<file path="src/rtl/cpu_sequencer.sv">
// Multi-cycle instruction sequencer: fetches one byte per instruction, decodes
// it onto datapath control lines and retires it with pc/count updates in WB.
module cpu_sequencer (
   input  logic        clk,
   input  logic        rst_n,
   input  logic        start,
   input  logic        halt_req,
   output logic        imem_req,
   output logic [7:0]  imem_addr,
   input  logic        imem_ack,
   input  logic [7:0]  imem_rdata,
   input  logic        neq,
   output logic [1:0]  rd,
   output logic [1:0]  rs,
   output logic [1:0]  rt,
   output logic [1:0]  alu_op,
   output logic [7:0]  imm,
   output logic        bne,
   output logic        wb_strobe,
   output logic        busy,
   output logic [7:0]  pc,
   output logic [15:0] insn_cnt
);

   typedef enum logic [2:0] {
      ST_IDLE   = 3'd0,
      ST_FETCH  = 3'd1,
      ST_DECODE = 3'd2,
      ST_EXEC   = 3'd3,
      ST_WB     = 3'd4
   } state_t;

   localparam logic [1:0] OP_BNE = 2'b11;

   state_t      r_state;
   state_t      w_next_state;
   logic [7:0]  r_pc;
   logic [7:0]  r_ir;
   logic        r_taken;
   logic [15:0] r_insn_cnt;

   logic        w_ir_load;
   logic        w_is_bne;
   logic        w_exec;
   logic        w_retire;
   logic [7:0]  w_offset;
   logic [7:0]  w_pc_next;
   logic [15:0] w_cnt_next;

   function automatic logic [7:0] sext4(input logic [3:0] v);
      return {{4{v[3]}}, v};
   endfunction

   function automatic logic [7:0] sext2(input logic [1:0] v);
      return {{6{v[1]}}, v};
   endfunction

   function automatic logic [15:0] sat_inc16(input logic [15:0] v);
      logic [15:0] res;
      if (v == 16'hFFFF) begin
         res = v;
      end else begin
         res = v + 16'd1;
      end
      return res;
   endfunction

   // Next-state decode; halt is only sampled when an instruction retires.
   always_comb begin
      w_next_state = r_state;
      w_ir_load    = 1'b0;
      w_exec       = 1'b0;
      w_retire     = 1'b0;
      case (r_state)
         ST_IDLE: begin
            if (start) begin
               w_next_state = ST_FETCH;
            end else begin
               w_next_state = ST_IDLE;
            end
         end
         ST_FETCH: begin
            if (imem_ack) begin
               w_next_state = ST_DECODE;
               w_ir_load    = 1'b1;
            end else begin
               w_next_state = ST_FETCH;
            end
         end
         ST_DECODE: begin
            w_next_state = ST_EXEC;
         end
         ST_EXEC: begin
            w_next_state = ST_WB;
            w_exec       = 1'b1;
         end
         ST_WB: begin
            w_retire = 1'b1;
            if (halt_req) begin
               w_next_state = ST_IDLE;
            end else begin
               w_next_state = ST_FETCH;
            end
         end
         default: begin
            w_next_state = ST_IDLE;
         end
      endcase
   end

   assign w_is_bne   = (r_ir[7:6] == OP_BNE);
   assign w_offset   = sext2(r_ir[1:0]);
   assign w_cnt_next = sat_inc16(r_insn_cnt);

   // Branch target selection; modulo-256 wrap comes from the 8-bit adder.
   always_comb begin
      w_pc_next = r_pc + 8'd1;
      if (r_taken) begin
         w_pc_next = r_pc + 8'd1 + w_offset;
      end else begin
         w_pc_next = r_pc + 8'd1;
      end
   end

   // State register.
   always_ff @(posedge clk or negedge rst_n) begin
      if (!rst_n) begin
         r_state <= ST_IDLE;
      end else begin
         r_state <= w_next_state;
      end
   end

   // Instruction register and branch-taken flag.
   always_ff @(posedge clk or negedge rst_n) begin
      if (!rst_n) begin
         r_ir    <= 8'h00;
         r_taken <= 1'b0;
      end else begin
         if (w_ir_load) begin
            r_ir <= imem_rdata;
         end
         if (w_exec) begin
            r_taken <= w_is_bne & neq;
         end
      end
   end

   // Architectural state committed only at retirement.
   always_ff @(posedge clk or negedge rst_n) begin
      if (!rst_n) begin
         r_pc       <= 8'h00;
         r_insn_cnt <= 16'h0000;
      end else if (w_retire) begin
         r_pc       <= w_pc_next;
         r_insn_cnt <= w_cnt_next;
      end
   end

   assign imem_req  = (r_state == ST_FETCH);
   assign imem_addr = r_pc;
   assign busy      = (r_state != ST_IDLE);
   assign bne       = w_is_bne & ((r_state == ST_DECODE) | (r_state == ST_EXEC) |
                                  (r_state == ST_WB));
   assign wb_strobe = (r_state == ST_WB) & ~w_is_bne;
   assign alu_op    = r_ir[7:6];
   assign rd        = r_ir[5:4];
   assign rs        = r_ir[3:2];
   assign rt        = r_ir[1:0];
   assign imm       = sext4(r_ir[3:0]);
   assign pc        = r_pc;
   assign insn_cnt  = r_insn_cnt;

endmodule
</file>
<file path="config.mk">
export PLATFORM = sky130hd
export DESIGN_NAME = cpu_sequencer
export DESIGN_NICKNAME = d
export VERILOG_FILES = /design/src/rtl/cpu_sequencer.sv
export SDC_FILE = /design/constraint.sdc
export NUM_CORES = 1
export LEC_CHECK = 0
export CORE_AREA = 2 2 69 71
export DETAILED_ROUTE_END_ITERATION = 7
export DIE_AREA = 0 0 71 73
export PLACE_DENSITY = 0.83
export REMOVE_ABC_BUFFERS = 1
export SLEW_MARGIN = 40
export SYNTH_ARGS = -nofsm -noshare
export SYNTH_HDL_FRONTEND = slang
export SYNTH_SLANG_ARGS = --single-unit
</file>
<file path="constraint.sdc">
create_clock -name clk -period 4 [get_ports clk]
set_input_delay 1 -clock clk [delete_from_list [all_inputs] [get_ports clk]]
set_output_delay 1 -clock clk [all_outputs]
set_load 0.1 [all_outputs]
</file>
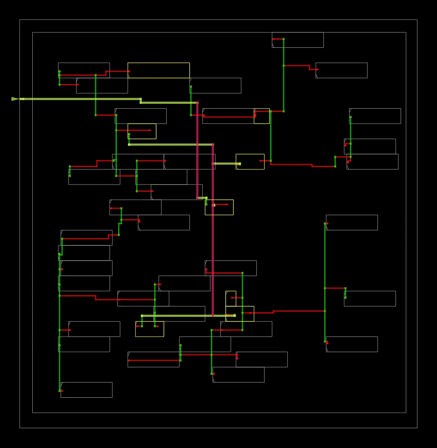
Run 1: clock routing
number of clock buffers inserted by TritonCTS: 5
number of flip-flops and latches: 36
post-route clock skew: 8.05 ps

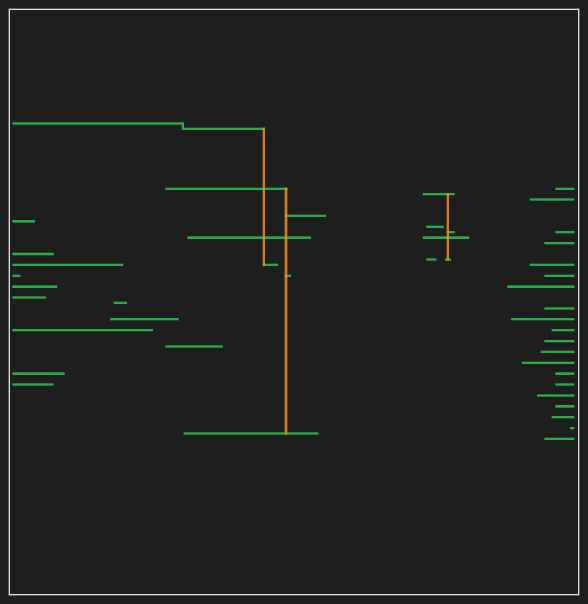
Run 1: metal layers overlaid
Scale: 8 px per um. Only two layers are drawn.
green -> M3  # wire length 248 um
orange -> M4  # wire length 55.8 um

==> results.json, run 1 <==
{
  "grt_first_pass_wirelength_um": 7650,
  "synth_area_um2": 2170,
  "nets": 295,
  "totalWireLength_um": 4450,
  "pre_cts_slack_ps": 1340,
  "io_buffers": 65,
  "root_buffer_selected_by_cts": "sky130_fd_sc_hd__clkbuf_8",
  "initCoreUtil": 0.479,
  "ys_chip_area_um2": 2170,
  "result_of_the_run": "finished clean",
  "timing.critical_path.cells": "ha_1 -> and3_1 -> nand3_1 -> xnor2_1 -> ha_1 -> o21a_1 -> nor2_1 -> a2111o_1 -> a21oi_1 -> nor3b_2 -> xor2_1",
  "fin_crit_sh": 0.676,
  "syn_area_per_cell_um2": 9.93,
  "xor_xnor_fraction_of_synth_area": 0.0967,
  "comb-cell-share": 0.427,
  "antenna_found_initial": 0,
  "post_synth_num_cell_types": 46,
  "seq_share": 0.345,
  "grt_setup_unrepaired": "false",
  "lay_top_count": "sky130_fd_sc_hd__buf_2",
  "grt_overflow_total": 0,
  "place.gp.congestion": 0.814,
  "top_cells_by_area": "sky130_fd_sc_hd__dfrtp_1, sky130_fd_sc_hd__buf_4, sky130_fd_sc_hd__ha_1, sky130_fd_sc_hd__xnor2_1, sky130_fd_sc_hd__mux2_2",
  "non_clock_buffer_count": 65,
  "stdcell_area_um2": 2610,
  "seq_area_um2": 901,
  "yosys-dominant-comb-family": "simple AND/OR/NAND/NOR gates",
  "tool_warnings": 26,
  "fin_tns_setup_ps": 0,
  "detailed_place.area_um2": 2490,
  "layout_top_cells": "sky130_fd_sc_hd__buf_2, sky130_fd_sc_hd__dfrtp_1, sky130_fd_sc_hd__nor2_1",
  "detailedRoute.firstIterationViolations": 102,
  "dr_total_vias": 1740,
  "synth-seq-cells": 36,
  "cpLargestDelayFamily": "AND-OR/OR-AND gates",
  "largestClassByArea": "logic gates",
  "number_of_flip_flops_under_the_largest_register_name": 16,
  "critPathCaptureType": "flop",
  "crit_top_cell": "sky130_fd_sc_hd__ha_1",
  "timing.fmax_ghz": 0.370,
  "tightestPinTransition_ps": 585,
  "drive_gt1_frac": 0.288,
  "cts.clk_slew.worst_paths_ps": 80,
  "cp-start-kind": "flop",
  "timing.final.hold_violations": 0,
  "cp_slowest_stage_delay_ps": 430,
  "drc_violation_count_after_routing": 0,
  "clk_path_buf_depth": 2,
  "cts_max_level": 2,
  "relSlewSlack": 0.610,
  "ys_sh_simple": 0.190,
  "yosys_most_used_dff": "sky130_fd_sc_hd__dfrtp_1",
  "io-pin-count": 66,
  "postSynthSeqShare": 0.414,
  "timing.critical_path.fanout_max": 7,
  "largest_area_cell": "sky130_fd_sc_hd__dfrtp_1",
  "final_max_slew_viol_count": 0,
  "grt_use_total": 0.187,
  "antenna_cells": 0,
  "post-cts-setup-buffers": 0,
  "asyncSetResetFlopFracSynth": 1.00,
  "report.final.setup_viol": 0,
  "clkbuf_count": 5,
  "hold_buffers": 0,
  "synth_dominant_cell_count": "sky130_fd_sc_hd__dfrtp_1",
  "comb_gates": 158,
  "timing.critical_path.slowest_stage_cell": "sky130_fd_sc_hd__dfrtp_1",
  "fin_crit_ps": 2710,
  "maxCapViolations": 0,
  "clkSinkCount": 36,
  "die_x_um": 71,
  "post_cts.resized_instances": 0,
  "timing.setup.critical_path_class": "reg2reg",
  "number_of_cells_in_the_yosys_synthesis_report": 219,
  "top_cells_by_count": "sky130_fd_sc_hd__dfrtp_1, sky130_fd_sc_hd__nor2_1, sky130_fd_sc_hd__buf_4",
  "post-synth-top-area-fraction": 0.414
}
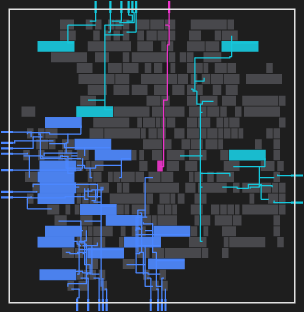
Run 1: nets reached from selected ports
Scale: 4 px per um.
magenta -> imem_req  # direction output, edge top, end cells 1, wire 41.8 um
cyan -> imm  # direction output, edge 6 top, 2 right, end cells 4, wire 225 um
blue -> insn_cnt  # direction output, edge 9 bottom, 7 left, end cells 16, wire 550 um

run 1: final timing paths:
path	to	cells past startpoint	slack [ps]	startpoint
worst max-delay path	imem_addr[7]	11	1290	imem_addr[0]
worst min-delay path	imem_addr[7]	1	480	imem_addr[7]
worst max register to register	imem_addr[7]	11	1290	imem_addr[0]
worst min register to register	imem_addr[7]	1	480	imem_addr[7]
max in group asynchronous	insn_cnt[1]	1	3020	rst_n
min in group asynchronous	insn_cnt[5]	1	660	rst_n
run 1: layer usage:
layer	vias to the layer above	GRT usage	share of wire
met3	9	0.0442	0.056
met1	825	0.232	0.44
li1	852	-	-
met2	54	0.327	0.49
met4	0	0.0503	0.012
met5	-	0	0
Run 1, layout detail:
Window x 43 to 63, y 45 to 65 um. Cells in gray, sequential cells in the stronger gray; small squares are vias.
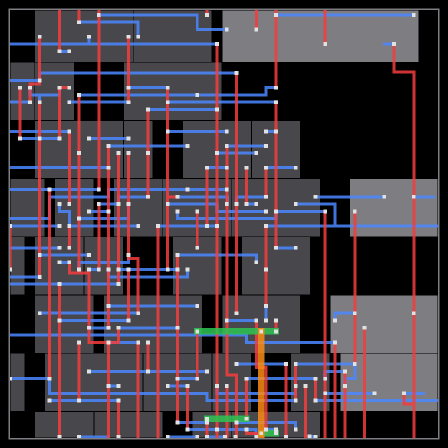

==> run 2, diff against run 1 <==
--- a/config.mk
+++ b/config.mk
@@ -5,10 +5,10 @@
 export SDC_FILE = /design/constraint.sdc
 export NUM_CORES = 1
 export LEC_CHECK = 0
-export CORE_AREA = 2 2 69 71
+export CORE_AREA = 2 2 72 74
 export DETAILED_ROUTE_END_ITERATION = 7
-export DIE_AREA = 0 0 71 73
-export PLACE_DENSITY = 0.83
+export DIE_AREA = 0 0 74 76
+export PLACE_DENSITY = 0.77
 export REMOVE_ABC_BUFFERS = 1
 export SLEW_MARGIN = 40
 export SYNTH_ARGS = -nofsm -noshare
==> constraint.sdc (replaced) <==
create_clock -name clk -period 2.8 [get_ports clk]
set_input_delay 0.7 -clock clk [delete_from_list [all_inputs] [get_ports clk]]
set_output_delay 0.7 -clock clk [all_outputs]
set_load 0.1 [all_outputs]
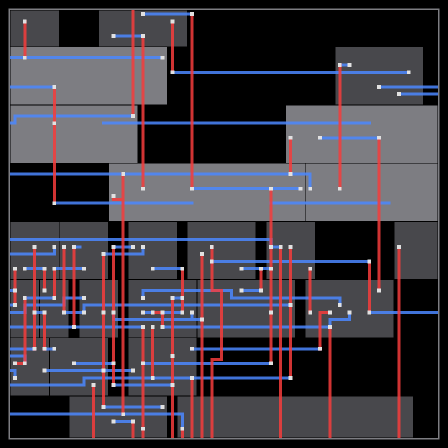
Run 2: layout detail
Window x 46 to 66, y 47 to 67 um. Cells in gray, sequential cells in the stronger gray; small squares are vias.
red -> M2
blue -> M1
most frequent = dfrtp_1 (5), mux2_2 (3)
cells with their middle in the window = 25
netlist names of flops here include = r_ir (3), imem_addr (2)
sequential cells in the window = 5

==> run 2 against run 1 <==
Effect of this change:
- critical path depth did not move
- non-clock buffer count rose by 1
- critical path type unchanged
- critical endpoint unchanged
==> results.json, run 2 <==
{
  "result_of_the_run": "finished clean",
  "antenna_found_initial": 0,
  "dr_wl_met3_um": 247,
  "highest_layer": "met4",
  "layout_top_cells": "sky130_fd_sc_hd__buf_4, sky130_fd_sc_hd__dfrtp_1, sky130_fd_sc_hd__nor2_1",
  "pre_cts_slack_ps": 142,
  "yosys_most_used_dff": "sky130_fd_sc_hd__dfrtp_1",
  "synth_dominant_cell_count": "sky130_fd_sc_hd__dfrtp_1",
  "drc_violation_count_after_routing": 0,
  "synth-seq-cells": 36,
  "tightestPinTransition_ps": 554,
  "cts_max_level": 2,
  "place.gp.congestion": 0.819,
  "cts_inserted_buffers": 5,
  "clock_skew_ps": 2.25,
  "fin_crit_ps": 2590,
  "clkSinkCount": 36,
  "ys_chip_area_um2": 2170,
  "asyncSetResetFlopFracSynth": 1.00,
  "grt_overflow_total": 0,
  "fin_tns_setup_ps": 0,
  "post_synth_num_cell_types": 46,
  "io-pin-count": 66,
  "timing.critical_path.slowest_stage_cell": "sky130_fd_sc_hd__dfrtp_2",
  "grt_setup_unrepaired": "false",
  "globalRouteMet2Util": 0.275,
  "timing.reg2reg.setup_slack_ps": 210,
  "number_of_cells_in_the_yosys_synthesis_report": 219,
  "die_x_um": 74,
  "grt_use_met1": 0.230,
  "timing.fmax_ghz": 0.386,
  "post-cts-setup-buffers": 0,
  "number_of_flip_flops_under_the_largest_register_name": 16,
  "detail_route.wirelength.met1_um": 2030,
  "maxCapViolations": 0,
  "detailedRoute.firstIterationViolations": 44,
  "timing.critical_path.cells": "ha_2 -> and3_1 -> nand3_1 -> xnor2_1 -> ha_1 -> o21a_1 -> nor2_1 -> a2111o_1 -> a21oi_1 -> nor3b_2 -> xor2_1",
  "grt_use_total": 0.172,
  "totalWireLength_um": 4560,
  "critPathCaptureType": "flop",
  "clkbuf_count": 6,
  "fin_crit_sh": 0.925,
  "final_max_slew_viol_count": 0,
  "detailed_place.area_um2": 2660,
  "post_cts.resized_instances": 0,
  "syn_area_per_cell_um2": 9.93,
  "cp-start-kind": "flop",
  "seq_area_um2": 902,
  "top_cells_by_count": "sky130_fd_sc_hd__dfrtp_1, sky130_fd_sc_hd__nor2_1, sky130_fd_sc_hd__buf_4",
  "drive_gt1_frac": 0.294,
  "largest_area_cell": "sky130_fd_sc_hd__dfrtp_1"
}
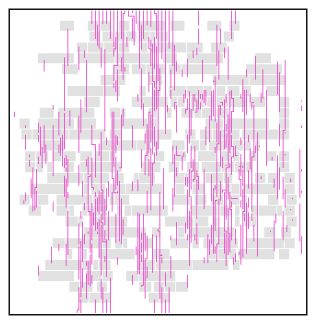
Run 2: metal 2
Scale: 4 px per um.
share of all routed wire = 50%
wire length on this layer = 2260 um

run 2: cell counts after synthesis:
Identical to the previous run, type by type.
run 2: final timing paths:
| check | from | endpoint | cells past startpoint |
|---|---|---|---|
| min in group clk | imem_addr[7] | imem_addr[7] | 1 |
| worst min register to register | imem_addr[7] | imem_addr[7] | 1 |
| max in group asynchronous | rst_n | imem_addr[0] | 1 |
| worst max register to register | imem_addr[0] | imem_addr[7] | 11 |
| worst min-delay path | rst_n | insn_cnt[7] | 1 |
| worst max-delay path | imem_addr[0] | imem_addr[7] | 11 |
run 2: cell families after synthesis:
logic type | count (synthesis) | share of synthesized area
compound gates | 36 | 0.108
buf+inv | 25 | 0.0736
simple gates | 77 | 0.190
fa+ha+maj | 11 | 0.0667
mux | 10 | 0.0512
flops | 36 | 0.414
xor+xnor | 24 | 0.0967
Run 2, metal layers overlaid:
Scale: 8 px per um. Only two layers are drawn.
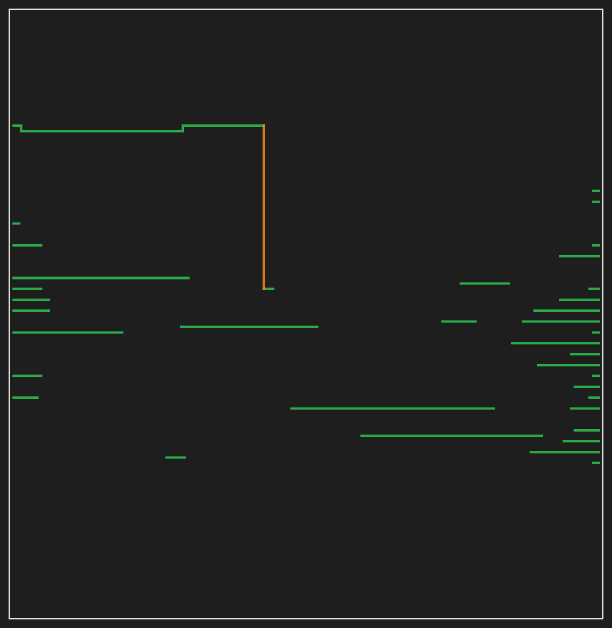

==> run 3, diff against run 2 <==
--- a/config.mk
+++ b/config.mk
@@ -5,10 +5,11 @@
 export SDC_FILE = /design/constraint.sdc
 export NUM_CORES = 1
 export LEC_CHECK = 0
-export CORE_AREA = 2 2 72 74
+export ABC_AREA = 1
+export CORE_AREA = 2 2 76 78
 export DETAILED_ROUTE_END_ITERATION = 7
-export DIE_AREA = 0 0 74 76
-export PLACE_DENSITY = 0.77
+export DIE_AREA = 0 0 78 80
+export PLACE_DENSITY = 0.74
 export REMOVE_ABC_BUFFERS = 1
 export SLEW_MARGIN = 40
 export SYNTH_ARGS = -nofsm -noshare
==> constraint.sdc (replaced) <==
create_clock -name clk -period 2.2 [get_ports clk]
set_input_delay 0.55 -clock clk [delete_from_list [all_inputs] [get_ports clk]]
set_output_delay 0.55 -clock clk [all_outputs]
set_load 0.1 [all_outputs]
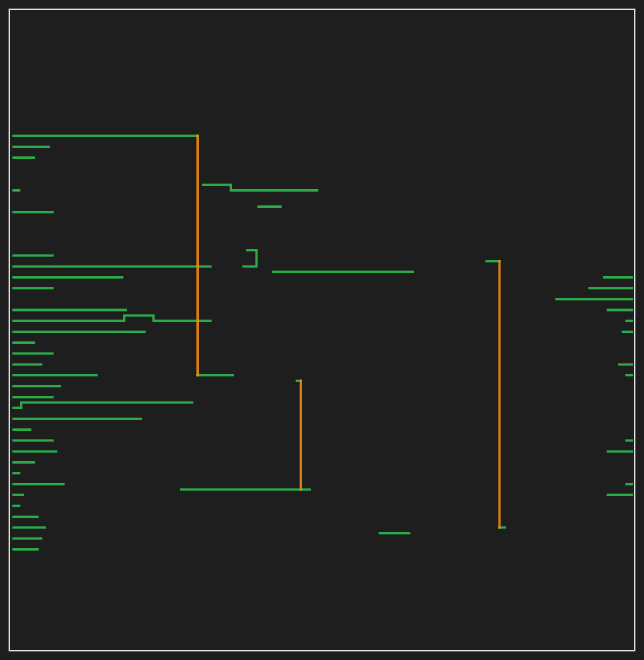
Run 3: metal layers overlaid
Scale: 8 px per um. Only two layers are drawn.
orange -> M4  # wire length 76.8 um
green -> M3  # wire length 346 um

==> run 3 against run 2 <==
Effect of this change:
- utilization up 2.4 points
- maximum frequency rose by 22%
- clock skew up 9.1 ps
- die area is 11% higher
- final cell count grew 21%
- non-clock buffer count increased by 12
- via count grew 16%
- sequential share of layout area shrank 4.1 points
- worst hold slack better by 140 ps
- first-iteration DRC count grew 120%
- highest routed layer unchanged
==> results.json, run 3 <==
{
  "result_of_the_run": "finished clean",
  "fin_tns_setup_ps": 0,
  "io_buffers": 65,
  "clkSinkCount": 36,
  "timing.critical_path.cells": "ha_4 -> nand3_4 -> nor3_2 -> xnor2_1 -> inv_1 -> ha_4 -> nand2_1 -> nand2_1 -> a21oi_2 -> nand2_1 -> nand2_1 -> nand3_1 -> nand2_1 -> nand3_1 -> nand2_1",
  "globalRouteMet2Util": 0.297,
  "synth-seq-cells": 36,
  "hold_buffers": 0,
  "yosys-dominant-comb-family": "simple AND/OR/NAND/NOR gates",
  "seq_share": 0.283,
  "maxCapViolations": 0,
  "drive_gt1_frac": 0.314,
  "cts_inserted_buffers": 5,
  "timing.fmax_ghz": 0.472,
  "non_clock_buffer_count": 78,
  "r2r_cells": 15,
  "met2WireLength_um": 2580,
  "io-pin-count": 66,
  "grt_setup_unrepaired": "true",
  "fin_crit_ps": 2120,
  "grt_use_total": 0.171,
  "synth.mux.area_fraction": 0.0351,
  "antenna_cells": 0,
  "grt_util_met3": 0.0554,
  "nets": 366,
  "dr_total_vias": 2000,
  "timing.critical_path.slowest_stage_cell": "sky130_fd_sc_hd__dfrtp_1",
  "drc_violation_count_after_routing": 0,
  "grt_busiest_layer": "met2",
  "crit_top_cell": "sky130_fd_sc_hd__nand2_1",
  "asyncSetResetFlopFracSynth": 1.00,
  "ys_sh_simple": 0.243,
  "seq_area_um2": 903,
  "ys_chip_area_um2": 2240,
  "timing.reg2reg.setup_slack_ps": 80,
  "comb_gates": 187,
  "initCoreUtil": 0.415,
  "timing.setup.critical_path_class": "reg2reg",
  "synth_area_um2": 2240,
  "final_max_slew_viol_count": 0,
  "number_of_flip_flops_under_the_largest_register_name": 16,
  "cp_slowest_stage_delay_ps": 420,
  "timing.critical_path.fanout_max": 3,
  "timing.final.hold_violations": 0,
  "xor_xnor_fraction_of_synth_area": 0.0858,
  "grt_use_met1": 0.197,
  "comb-cell-share": 0.386,
  "fin_crit_sh": 0.963,
  "grt_overflow_total": 0,
  "yosys_most_used_dff": "sky130_fd_sc_hd__dfrtp_1",
  "worst_setup_path_endpoint": "imem_addr[7]",
  "root_buffer_selected_by_cts": "sky130_fd_sc_hd__clkbuf_8",
  "cpLargestDelayFamily": "simple AND/OR/NAND/NOR gates",
  "stdcell_area_um2": 3190,
  "syn_area_per_cell_um2": 8.19,
  "layout_top_cells": "sky130_fd_sc_hd__nand2_1, sky130_fd_sc_hd__buf_4, sky130_fd_sc_hd__dfrtp_1",
  "tightestPinTransition_ps": 458,
  "nFlopsAndLatches": 36,
  "detailed_place.area_um2": 2920,
  "cp.depth": 15,
  "worst_r2r_endpoint": "imem_addr[7]",
  "critPathCaptureType": "flop",
  "detailedRoute.firstIterationViolations": 95,
  "top_cells_by_area": "sky130_fd_sc_hd__dfrtp_1, sky130_fd_sc_hd__nand2_1, sky130_fd_sc_hd__ha_1, sky130_fd_sc_hd__buf_4, sky130_fd_sc_hd__inv_1",
  "detail_route.wirelength.met1_um": 2190
}
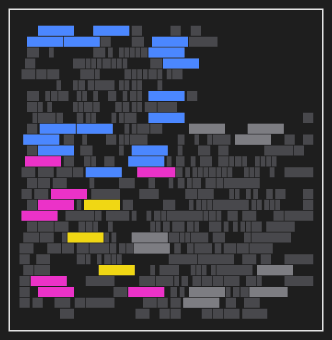
Run 3: sequential cells grouped by signal name
Scale: 4 px per um. Other sequential cells in the stronger gray, the rest of the logic in the fainter gray.
magenta -> r_ir  # placed flops 8
blue -> insn_cnt  # placed flops 16
yellow -> r_state  # placed flops 3
not colored = 9

[run 3: how the worst min path moves through the flow]
stage | from | endpoint | depth (start not counted)
final | r_ir[5] | r_ir[5] | 1
after global routing | r_ir[5] | r_ir[5] | 1
after CTS | r_ir[5] | r_ir[5] | 1
after detailed placement | r_ir[5] | r_ir[5] | 1
after global placement | insn_cnt[14] | insn_cnt[14] | 1
after floorplan | rst_n | imem_addr[0] | 0
[run 3: what timing repair did]
action,CTS,global route
pin swaps,2,13
setup buffers,1,4
setup endpoints to repair,1,4
resized,4,23
